[src/rtl/msg_decoder_pkg.sv]
// ---------------------------------------------------------------------------
// msg_decoder_pkg : shared constants, LFSR tap table and FSM state encoding
// Rev 1.0
// ---------------------------------------------------------------------------
`default_nettype none

package msg_decoder_pkg;

  localparam logic [7:0] SPACE     = 8'h20;
  localparam int         MSG_LEN   = 64;
  localparam logic [3:0] PTRN_NONE = 4'hF;
  localparam int         NUM_PTRN  = 9;

  localparam logic [6:0] LFSR_PTRN [NUM_PTRN] = '{
    7'h60, 7'h48, 7'h78, 7'h72, 7'h6A, 7'h69, 7'h5C, 7'h7E, 7'h7B
  };

  typedef enum logic [2:0] {
    IDLE      = 3'd0,
    LOAD      = 3'd1,
    SEARCH    = 3'd2,
    DECODE_RD = 3'd3,
    DECODE_WR = 3'd4,
    PAD       = 3'd5,
    DONE      = 3'd6
  } state_t;

  // Out-of-range indices fall back to entry 0; the FSM never produces them.
  function automatic logic [6:0] ptrn_tap(input logic [3:0] idx);
    logic [6:0] tap;
    tap = LFSR_PTRN[0];
    for (int i = 0; i < NUM_PTRN; i++) begin
      if (idx == 4'(i)) tap = LFSR_PTRN[i];
    end
    return tap;
  endfunction

endpackage

`default_nettype wire

[src/rtl/msg_decoder_if.sv]
// ---------------------------------------------------------------------------
// msg_decoder_if : control handshake and single-port data-memory bus
// Rev 1.0
// ---------------------------------------------------------------------------
`default_nettype none

interface msg_decoder_if;
  logic       Start;
  logic       Ack;
  logic [7:0] MemAddr;
  logic       MemRdEn;
  logic       MemWrEn;
  logic [7:0] MemWrData;
  logic [7:0] MemRdData;
  logic [3:0] PtrnNo;
  logic       NoMatch;
  logic       ParityErr;

  modport master (
    input  Start, MemRdData,
    output Ack, MemAddr, MemRdEn, MemWrEn, MemWrData, PtrnNo, NoMatch, ParityErr
  );

  modport slave (
    output Start, MemRdData,
    input  Ack, MemAddr, MemRdEn, MemWrEn, MemWrData, PtrnNo, NoMatch, ParityErr
  );
endinterface

`default_nettype wire

[src/rtl/msg_decoder_lfsr7_step.sv]
// ---------------------------------------------------------------------------
// lfsr7_step : one combinational step of the 7-bit Fibonacci LFSR
// Rev 1.0
// ---------------------------------------------------------------------------
`default_nettype none

module lfsr7_step (
  input  logic [6:0] cur,
  input  logic [6:0] tap,
  output logic [6:0] nxt
);
  assign nxt = {cur[5:0], ^(cur & tap)};
endmodule

`default_nettype wire

[src/rtl/msg_decoder.sv]
// ---------------------------------------------------------------------------
// msg_decoder : recovers LFSR tap/seed from the space preamble and decrypts
//               the 64-byte ciphertext. Optional macro: PARITY_CHECK_EN.
// Rev 1.0
// ---------------------------------------------------------------------------
`default_nettype none

module msg_decoder
  import msg_decoder_pkg::*;
#(
  parameter int PRE_MIN = 10,
  parameter int CT_BASE = 64,
  parameter int PT_BASE = 0
) (
  input  logic          Clk,
  input  logic          Reset,
  msg_decoder_if.master bus
);

  localparam int         LDW     = $clog2(PRE_MIN + 1);
  localparam logic [7:0] CT_ADDR = 8'(CT_BASE);
  localparam logic [7:0] PT_ADDR = 8'(PT_BASE);

  state_t           state, state_nxt;
  logic [LDW-1:0]   ld_cnt;
  logic [3:0]       ptrn;
  logic [5:0]       idx;
  logic [6:0]       wptr;
  logic             skip;
  logic [6:0]       lfsr;
  logic [6:0]       tap;
  logic [6:0]       pre_buf [PRE_MIN];
  logic [3:0]       ptrn_no;
  logic             no_match;
  logic             parity_err;

  logic [6:0]       seed;
  logic [6:0]       srch_tap;
  logic [PRE_MIN-2:0] hit;
  logic             match;
  logic [6:0]       lfsr_nxt;
  logic [7:0]       plain;
  logic             par_bad;
  logic             write_now;
  logic [7:0]       wr_data;
  logic [6:0]       wptr_after;

  logic [7:0]       mem_addr;
  logic             mem_rd_en;
  logic             mem_wr_en;
  logic [7:0]       mem_wr_data;

  assign seed     = pre_buf[0] ^ SPACE[6:0];
  assign srch_tap = ptrn_tap(ptrn);

  // Preamble byte k must equal the k-th LFSR successor of the seed.
  for (genvar k = 1; k < PRE_MIN; k++) begin : g_chain
    logic [6:0] prev;
    logic [6:0] st;
    if (k == 1) begin : g_first
      assign prev = seed;
    end else begin : g_next
      assign prev = g_chain[k-1].st;
    end
    lfsr7_step u_step (.cur(prev), .tap(srch_tap), .nxt(st));
    assign hit[k-1] = ((pre_buf[k] ^ SPACE[6:0]) == st);
  end

  assign match = &hit;

  lfsr7_step u_dec_step (.cur(lfsr), .tap(tap), .nxt(lfsr_nxt));

  assign plain = {1'b0, bus.MemRdData[6:0] ^ lfsr};

`ifdef PARITY_CHECK_EN
  assign par_bad = (bus.MemRdData[7] != ^bus.MemRdData[6:0]);
`else
  logic unused_rd_msb;
  assign unused_rd_msb = bus.MemRdData[7];
  assign par_bad       = 1'b0;
`endif

  // A parity-failed byte is always emitted so the error stays visible.
  assign write_now  = par_bad || !(skip && (plain == SPACE));
  assign wr_data    = par_bad ? 8'h80 : plain;
  assign wptr_after = write_now ? (wptr + 7'd1) : wptr;

  always_ff @(posedge Clk) begin
    if (Reset) state <= IDLE;
    else       state <= state_nxt;
  end

  always_comb begin
    state_nxt = state;
    case (state)
      IDLE:      if (!bus.Start) state_nxt = LOAD;
      LOAD:      if (ld_cnt == LDW'(PRE_MIN)) state_nxt = SEARCH;
      SEARCH: begin
        if (match)                             state_nxt = DECODE_RD;
        else if (ptrn == 4'(NUM_PTRN - 1))     state_nxt = DONE;
      end
      DECODE_RD: state_nxt = DECODE_WR;
      DECODE_WR: begin
        if (idx == 6'(MSG_LEN - 1))
          state_nxt = (wptr_after == 7'(MSG_LEN)) ? DONE : PAD;
        else
          state_nxt = DECODE_RD;
      end
      PAD:       if (wptr == 7'(MSG_LEN - 1)) state_nxt = DONE;
      DONE:      if (bus.Start) state_nxt = IDLE;
      default:   state_nxt = IDLE;
    endcase
  end

  always_comb begin
    mem_addr    = 8'h00;
    mem_rd_en   = 1'b0;
    mem_wr_en   = 1'b0;
    mem_wr_data = 8'h00;
    case (state)
      LOAD: begin
        if (ld_cnt < LDW'(PRE_MIN)) begin
          mem_rd_en = 1'b1;
          mem_addr  = CT_ADDR + 8'(ld_cnt);
        end
      end
      DECODE_RD: begin
        mem_rd_en = 1'b1;
        mem_addr  = CT_ADDR + {2'b00, idx};
      end
      DECODE_WR: begin
        mem_wr_en   = write_now;
        mem_addr    = PT_ADDR + {1'b0, wptr};
        mem_wr_data = wr_data;
      end
      PAD: begin
        mem_wr_en   = 1'b1;
        mem_addr    = PT_ADDR + {1'b0, wptr};
        mem_wr_data = SPACE;
      end
      default: ;
    endcase
  end

  always_ff @(posedge Clk) begin
    if (Reset) begin
      ld_cnt     <= '0;
      ptrn       <= 4'd0;
      idx        <= 6'd0;
      wptr       <= 7'd0;
      skip       <= 1'b1;
      lfsr       <= 7'd0;
      tap        <= 7'd0;
      ptrn_no    <= 4'd0;
      no_match   <= 1'b0;
      parity_err <= 1'b0;
      for (int k = 0; k < PRE_MIN; k++) pre_buf[k] <= 7'd0;
    end else begin
      case (state)
        IDLE: begin
          if (!bus.Start) begin
            ld_cnt     <= '0;
            ptrn       <= 4'd0;
            idx        <= 6'd0;
            wptr       <= 7'd0;
            skip       <= 1'b1;
            no_match   <= 1'b0;
            parity_err <= 1'b0;
          end
        end
        LOAD: begin
          ld_cnt <= ld_cnt + LDW'(1);
          // Data read in cycle n-1 lands in buffer slot n-1 during cycle n.
          for (int k = 0; k < PRE_MIN; k++) begin
            if (ld_cnt == LDW'(k + 1)) pre_buf[k] <= bus.MemRdData[6:0];
          end
        end
        SEARCH: begin
          if (match) begin
            ptrn_no <= ptrn;
            lfsr    <= seed;
            tap     <= srch_tap;
          end else if (ptrn == 4'(NUM_PTRN - 1)) begin
            ptrn_no  <= PTRN_NONE;
            no_match <= 1'b1;
          end else begin
            ptrn <= ptrn + 4'd1;
          end
        end
        DECODE_WR: begin
          lfsr <= lfsr_nxt;
          idx  <= idx + 6'd1;
          if (write_now) begin
            wptr <= wptr + 7'd1;
            skip <= 1'b0;
          end
          if (par_bad) parity_err <= 1'b1;
        end
        PAD: wptr <= wptr + 7'd1;
        default: ;
      endcase
    end
  end

  assign bus.Ack       = (state == DONE);
  assign bus.MemAddr   = mem_addr;
  assign bus.MemRdEn   = mem_rd_en;
  assign bus.MemWrEn   = mem_wr_en;
  assign bus.MemWrData = mem_wr_data;
  assign bus.PtrnNo    = ptrn_no;
  assign bus.NoMatch   = no_match;
  assign bus.ParityErr = parity_err;

endmodule

`default_nettype wire

[src/flat_wrapper.sv]
// flat-port wrapper written by rule: the top's interface ports become plain ports
module msg_decoder_flat import msg_decoder_pkg::*;
#(
  parameter int PRE_MIN = 10,
  parameter int CT_BASE = 64,
  parameter int PT_BASE = 0
)
  (Clk, Reset, bus_Start, bus_MemRdData, bus_Ack, bus_MemAddr, bus_MemRdEn, bus_MemWrEn, bus_MemWrData, bus_PtrnNo, bus_NoMatch, bus_ParityErr);
  msg_decoder_if bus_i ();
  input  logic Clk;
  input  logic Reset;
  input wire logic [$bits(bus_i.Start)-1:0] bus_Start;
  input wire logic [$bits(bus_i.MemRdData)-1:0] bus_MemRdData;
  output wire logic [$bits(bus_i.Ack)-1:0] bus_Ack;
  output wire logic [$bits(bus_i.MemAddr)-1:0] bus_MemAddr;
  output wire logic [$bits(bus_i.MemRdEn)-1:0] bus_MemRdEn;
  output wire logic [$bits(bus_i.MemWrEn)-1:0] bus_MemWrEn;
  output wire logic [$bits(bus_i.MemWrData)-1:0] bus_MemWrData;
  output wire logic [$bits(bus_i.PtrnNo)-1:0] bus_PtrnNo;
  output wire logic [$bits(bus_i.NoMatch)-1:0] bus_NoMatch;
  output wire logic [$bits(bus_i.ParityErr)-1:0] bus_ParityErr;
  assign bus_i.Start = bus_Start;
  assign bus_i.MemRdData = bus_MemRdData;
  assign bus_Ack = bus_i.Ack;
  assign bus_MemAddr = bus_i.MemAddr;
  assign bus_MemRdEn = bus_i.MemRdEn;
  assign bus_MemWrEn = bus_i.MemWrEn;
  assign bus_MemWrData = bus_i.MemWrData;
  assign bus_PtrnNo = bus_i.PtrnNo;
  assign bus_NoMatch = bus_i.NoMatch;
  assign bus_ParityErr = bus_i.ParityErr;
  msg_decoder #(.PRE_MIN(PRE_MIN), .CT_BASE(CT_BASE), .PT_BASE(PT_BASE)) u_core (.Clk(Clk), .Reset(Reset), .bus(bus_i));
endmodule
[config.mk]
export PLATFORM = sky130hd
export DESIGN_NAME = msg_decoder_flat
export DESIGN_NICKNAME = d
export VERILOG_FILES = /design/src/rtl/msg_decoder_pkg.sv /design/src/rtl/msg_decoder_if.sv /design/src/rtl/msg_decoder_lfsr7_step.sv /design/src/rtl/msg_decoder.sv /design/src/flat_wrapper.sv
export SDC_FILE = /design/constraint.sdc
export NUM_CORES = 1
export LEC_CHECK = 0
export CORE_MARGIN = 1.5
export CORE_UTILIZATION = 35
export DETAILED_ROUTE_END_ITERATION = 10
export SETUP_SLACK_MARGIN = 0.1
export SYNTH_ARGS = -nofsm -noshare
export SYNTH_HDL_FRONTEND = slang
export SYNTH_SLANG_ARGS = --single-unit
[constraint.sdc]
create_clock -name Clk -period 5.25 [get_ports Clk]
set_input_delay 1.05 -clock Clk [delete_from_list [all_inputs] [get_ports Clk]]
set_output_delay 1.05 -clock Clk [all_outputs]
set_load 0.01 [all_outputs]
### Placed standard cells, run 1

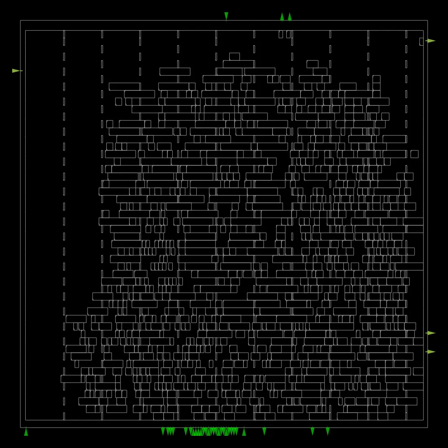
count of flip-flops and latches: 114
# Taps: 270
fraction of area in registers: 0.312

### Floorplan with the power grid, run 1

Scale bar: 50 µm. Pins as bars on the die edge. Tap cells in grey.
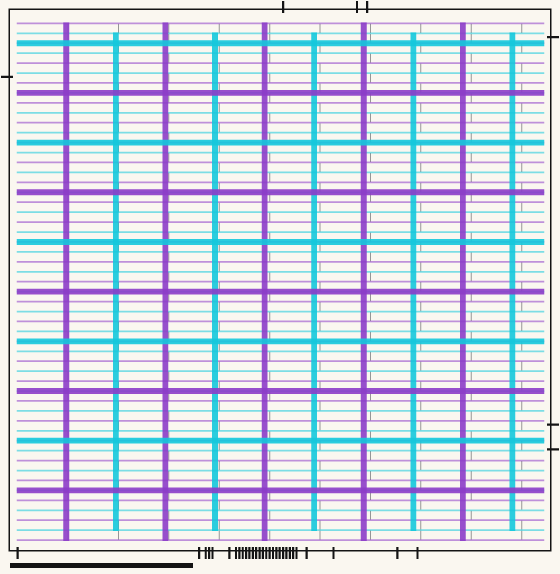
legend:
  purple:
    net: VSS
  cyan:
    net: VDD
tap cells: 270
rows: 52
met1 rails: 53
signal pins: 36

### Port wiring, run 1

Scale bar: 50 µm.
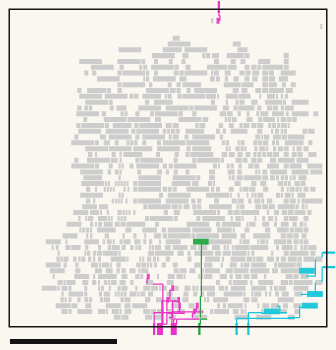
legend:
  cyan:
    port: bus_PtrnNo
    bits: 4
    direction: output
    end_cells: 4
    buffers: 4
    wire: 121 µm
  green:
    port: bus_NoMatch
    bits: 1
    direction: output
    end_cells: 1
    buffers: 1
    wire: 44.9 µm
  magenta:
    port: bus_MemWrData
    bits: 8
    direction: output
    end_cells: 8
    buffers: 7
    wire: 152 µm

==> impl_metrics.json, run 1 <==
{
  "regMostFlops": "u_core.pre_buf",
  "fmax_mhz": 187,
  "dp_cells": 1136,
  "crit_end": "u_core.lfsr[1]",
  "flop_area_um2": 2990,
  "syn_inst": 806,
  "comb_share": 0.463,
  "stdcell_count": 1193,
  "use_met3": 0.0318,
  "path_cells": "inv_4 -> ha_4 -> o21ba_4 -> o21a_1 -> xnor3_1 -> xnor3_2 -> buf_6 -> mux2i_4 -> xnor2_2 -> nand2_1 -> xnor3_2 -> buf_12 -> xnor2_4 -> nor2_4 -> nor3_4 -> buf_4 -> xnor3_1 -> mux2i_2 -> buf_4 -> nand4_1 -> or2_4 -> o221a_1",
  "highest_layer": "met4",
  "area_growth_pct": 30.7,
  "wl_met2_mm": 10.0,
  "top_cell": "nor2_1",
  "area_share_clock_buf_inv": 0.0630,
  "placed_cell_area_um2": 8470,
  "yosysWarnings": 0,
  "fillers": 1933,
  "final_cell_area_um2": 9600,
  "ios": 36,
  "rr_endpoint": "u_core.lfsr[1]",
  "row_count": 52,
  "p_comb_w": 0.00105,
  "mi_logic_area_um2": 4450,
  "core_area_um2": 20400,
  "wl_met1_mm": 9.34,
  "finClkSkew_ps": 12.6,
  "crit_cells": 22,
  "path_buffers": 5,
  "synth_seq_share": 0.406,
  "total_power_w": 0.00322,
  "vias": 6420,
  "grt_pass1_wl_mm": 32.5,
  "grtUsageTotal": 0.192,
  "ant_nets": 0,
  "simple_gate_area_frac": 0.274,
  "top_cells_by_count": "93 x nor2_1, 74 x and2_1, 72 x nand2_1",
  "top_logic_kind": "simple AND/OR/NAND/NOR gates",
  "p_leak_nw": 3.64,
  "ys_sh_xor": 0.106,
  "wl_met3_um": 799,
  "busiest_layer": "met2",
  "cts_tree": "done",
  "drtIter0Drc": 459,
  "ys.flops": 114,
  "die-height_um": 148,
  "synthAoiAreaFrac": 0.139,
  "cts-root-buf": "clkbuf_16",
  "globalRoute.totalOverflow": 0,
  "failed_checks": "negative setup slack",
  "power.internal_w": 0.00224,
  "grtUsageMet1": 0.253,
  "yosys.area.top_type_share": 0.286,
  "final.clkbuf_count": 23,
  "final_nets": 931,
  "yosys-stat-cells": 806,
  "nNonClkInverters": 18,
  "seqPwrFrac": 0.319,
  "finalHoldViolCount": 0,
  "avgSynthCellArea_um2": 9.11,
  "warnings": 35,
  "path_delay_family": "XOR/XNOR gates",
  "largest_reg_flops": 70,
  "p_sw_w": 0.000980,
  "topCellsByArea": "edfxtp_1 29%, dfxtp_1 12%, and2_1 6.3%",
  "outcome": "complete, but fails checks",
  "ys_area_um2": 7340,
  "antenna_found_initial": 0,
  "swShare": 0.304,
  "max_slew_margin": 0.388,
  "holdPathEnd": "u_core.tap[6]",
  "reg2reg_from": "u_core.ptrn[0]",
  "cp_data_required_time_ps": 5570,
  "min_from": "u_core.tap[6]",
  "whs_path_depth": 2,
  "drive_above_1_share": 0.212,
  "hold_path_class": "flip-flop to flip-flop",
  "vdd_drop_max_uv": 169,
  "numCtsBuffers": 17,
  "gp_congestion": 0.839,
  "edf_count": 70,
  "setup_viol": 21,
  "crit_type": "flip-flop to flip-flop",
  "clock_power_w": 0.00114,
  "signal_buffers": 128,
  "syn_area_um2": 7340,
  "dieArea_um2": 21900,
  "rr_worst_depth": 22,
  "setup_ws_ps": -110
}
==> run 1 -> run 2 <==
--- a/config.mk
+++ b/config.mk
@@ -9,6 +9,7 @@
 export CORE_UTILIZATION = 35
 export DETAILED_ROUTE_END_ITERATION = 10
 export SETUP_SLACK_MARGIN = 0.1
+export SLEW_MARGIN = 20
 export SYNTH_ARGS = -nofsm -noshare
 export SYNTH_HDL_FRONTEND = slang
 export SYNTH_SLANG_ARGS = --single-unit
==> impl_metrics.json, run 2 <==
{
  "outcome": "complete, but fails checks",
  "failed_checks": "negative setup slack",
  "signal_buffers": 128,
  "power.internal_w": 0.00224,
  "ios": 36,
  "top_cells_by_count": "93 x nor2_1, 74 x and2_1, 72 x nand2_1",
  "grt_pass1_wl_mm": 32.5,
  "vdd_drop_max_uv": 169,
  "syn_inst": 806,
  "yosys-stat-cells": 806,
  "mi_logic_area_um2": 4450,
  "top_cell": "nor2_1",
  "wl_met1_mm": 9.34,
  "synth_seq_share": 0.406,
  "nNonClkInverters": 18,
  "grtUsageTotal": 0.192,
  "highest_layer": "met4",
  "row_count": 52,
  "flop_area_um2": 2990,
  "dp_cells": 1136,
  "p_sw_w": 0.000980,
  "max_slew_margin": 0.388,
  "path_cells": "inv_4 -> ha_4 -> o21ba_4 -> o21a_1 -> xnor3_1 -> xnor3_2 -> buf_6 -> mux2i_4 -> xnor2_2 -> nand2_1 -> xnor3_2 -> buf_12 -> xnor2_4 -> nor2_4 -> nor3_4 -> buf_4 -> xnor3_1 -> mux2i_2 -> buf_4 -> nand4_1 -> or2_4 -> o221a_1",
  "min_from": "u_core.tap[6]",
  "crit_end": "u_core.lfsr[1]",
  "cts_tree": "done",
  "holdPathEnd": "u_core.tap[6]",
  "wl_met3_um": 799,
  "synthAoiAreaFrac": 0.139,
  "finClkSkew_ps": 12.6,
  "ys.flops": 114,
  "area_share_clock_buf_inv": 0.0630,
  "crit_type": "flip-flop to flip-flop",
  "numCtsBuffers": 17,
  "gp_congestion": 0.839,
  "rr_worst_depth": 22,
  "path_delay_family": "XOR/XNOR gates",
  "antenna_found_initial": 0,
  "hold_path_class": "flip-flop to flip-flop",
  "die-height_um": 148,
  "comb_share": 0.463,
  "drtIter0Drc": 459,
  "top_logic_kind": "simple AND/OR/NAND/NOR gates",
  "finalHoldViolCount": 0,
  "regMostFlops": "u_core.pre_buf",
  "setup_ws_ps": -110,
  "crit_cells": 22,
  "topCellsByArea": "edfxtp_1 29%, dfxtp_1 12%, and2_1 6.3%",
  "p_comb_w": 0.00105,
  "setup_viol": 21
}
### Port wiring, run 2

Scale bar: 50 µm.
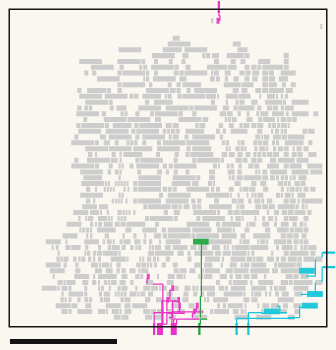
legend:
  cyan:
    port: bus_PtrnNo
    bits: 4
    direction: output
    end_cells: 4
    buffers: 4
    wire: 121 µm
  green:
    port: bus_NoMatch
    bits: 1
    direction: output
    end_cells: 1
    buffers: 1
    wire: 44.9 µm
  magenta:
    port: bus_MemWrData
    bits: 8
    direction: output
    end_cells: 8
    buffers: 7
    wire: 152 µm

### Cell area per tile, run 2

Scale bar: 50 µm. 15 x 15 tiles, from white (low) to dark blue (high), 0 to 100% covered.
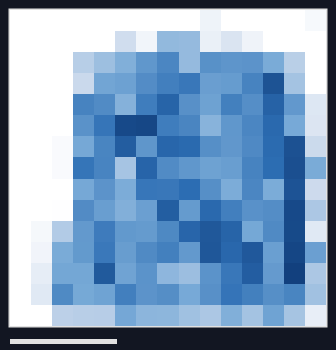
mean over tiles: 42%
densest ninth of the die: middle
emptiest ninth of the die: top left
fullest tile: 94%
tiles over 75% full: 13%
nearly empty tiles: 23%

==> run 2 -> run 3 <==
--- a/config.mk
+++ b/config.mk
@@ -5,6 +5,7 @@
 export SDC_FILE = /design/constraint.sdc
 export NUM_CORES = 1
 export LEC_CHECK = 0
+export ABC_AREA = 1
 export CORE_MARGIN = 1.5
 export CORE_UTILIZATION = 35
 export DETAILED_ROUTE_END_ITERATION = 10
==> impl_metrics.json, run 3 <==
{
  "max_slew_margin": -0.0423,
  "rr_endpoint": "u_core.ptrn[3]",
  "area_share_clock_buf_inv": 0.0614,
  "wl_met2_mm": 9.89,
  "whs_path_depth": 2,
  "comb_share": 0.470,
  "antenna_found_initial": 0,
  "fillers": 2186,
  "final.clkbuf_count": 17,
  "cts_tree": "done",
  "clock_power_w": 0.00112,
  "use_met3": 0.0268,
  "rr_worst_depth": 34,
  "row_count": 54,
  "crit_end": "u_core.ptrn[3]",
  "maxCapViolations": 1,
  "ff_count": 114,
  "min_from": "u_core.skip",
  "vdd_drop_max_uv": 212,
  "grt_pass1_wl_mm": 32.7,
  "top_cell": "nand2_1",
  "syn_inst": 1058,
  "setup_viol": 0,
  "setup_ws_ps": 433,
  "placed_cell_area_um2": 8390,
  "topCellsByArea": "edfxtp_1 27%, dfxtp_1 11%, nand2_1 10%",
  "ys.flops": 114,
  "die-height_um": 152,
  "finalMaxSlewViolations": 12,
  "numCtsBuffers": 17,
  "drtIter0Drc": 586,
  "top_cells_by_count": "213 x nand2_1, 161 x nor2_1, 105 x inv_1",
  "synth_seq_share": 0.383,
  "ys_area_um2": 7780,
  "nNonClkInverters": 125,
  "syn_area_um2": 7780,
  "seqPwrFrac": 0.318,
  "ys_sh_xor": 0.0630,
  "final_cell_area_um2": 9340,
  "crit_cells": 34,
  "crit_type": "flip-flop to flip-flop",
  "edf_count": 70,
  "dieArea_um2": 23100,
  "top_logic_kind": "simple AND/OR/NAND/NOR gates",
  "finalHoldViolCount": 0,
  "dp_cells": 1356,
  "synthAoiAreaFrac": 0.106,
  "gp_congestion": 0.852,
  "path_delay_family": "simple AND/OR/NAND/NOR gates",
  "ios": 36,
  "largest_reg_flops": 70,
  "n_tap_cell": 280,
  "grtUsageTotal": 0.176,
  "mi_logic_area_um2": 4390,
  "flop_area_um2": 2990,
  "busiest_layer": "met2",
  "drive_above_1_share": 0.136,
  "seq-cell-share": 0.320,
  "simple_gate_area_frac": 0.347,
  "cts-root-buf": "clkbuf_16",
  "yosysWarnings": 0,
  "yosys-stat-cells": 1058,
  "wl_met1_mm": 9.30,
  "hold_path_class": "flip-flop to flip-flop",
  "p_comb_w": 0.00119,
  "warnings": 33,
  "globalRoute.totalOverflow": 0,
  "wl_met3_um": 957,
  "highest_layer": "met4",
  "swShare": 0.382,
  "failed_checks": "max-capacitance violations, max-slew violations",
  "p_sw_w": 0.00130,
  "power.internal_w": 0.00209,
  "outcome": "complete, but fails checks",
  "p_leak_nw": 3.60,
  "reg2reg_from": "u_core.ptrn[1]"
}
### Cell area per tile, run 3

Scale bar: 50 µm. 15 x 15 tiles, from white (low) to dark blue (high), 0 to 100% covered.
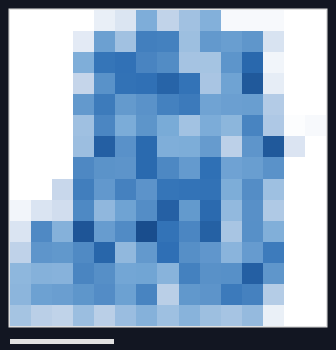
emptiest ninth of the die: top left
nearly empty tiles: 24%
densest ninth of the die: middle
tiles over 75% full: 6.2%
mean over tiles: 39%

### Sequential cells coloured by netlist name, run 3

Scale bar: 50 µm. Other sequential cells in the stronger grey, the rest of the logic in the fainter grey.
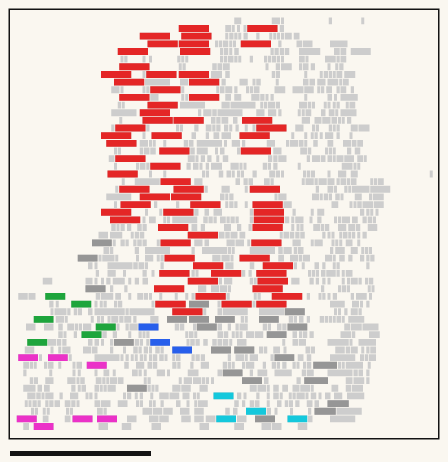
legend:
  blue:
    signal: u_core.state
    placed_flops: 3
  red:
    signal: u_core.pre_buf
    placed_flops: 70
  green:
    signal: u_core.idx
    placed_flops: 6
    where: bottom left
  cyan:
    signal: u_core.bus.PtrnNo
    placed_flops: 4
    where: bottom middle
  magenta:
    signal: u_core.wptr
    placed_flops: 7
    where: bottom left
not coloured: 24

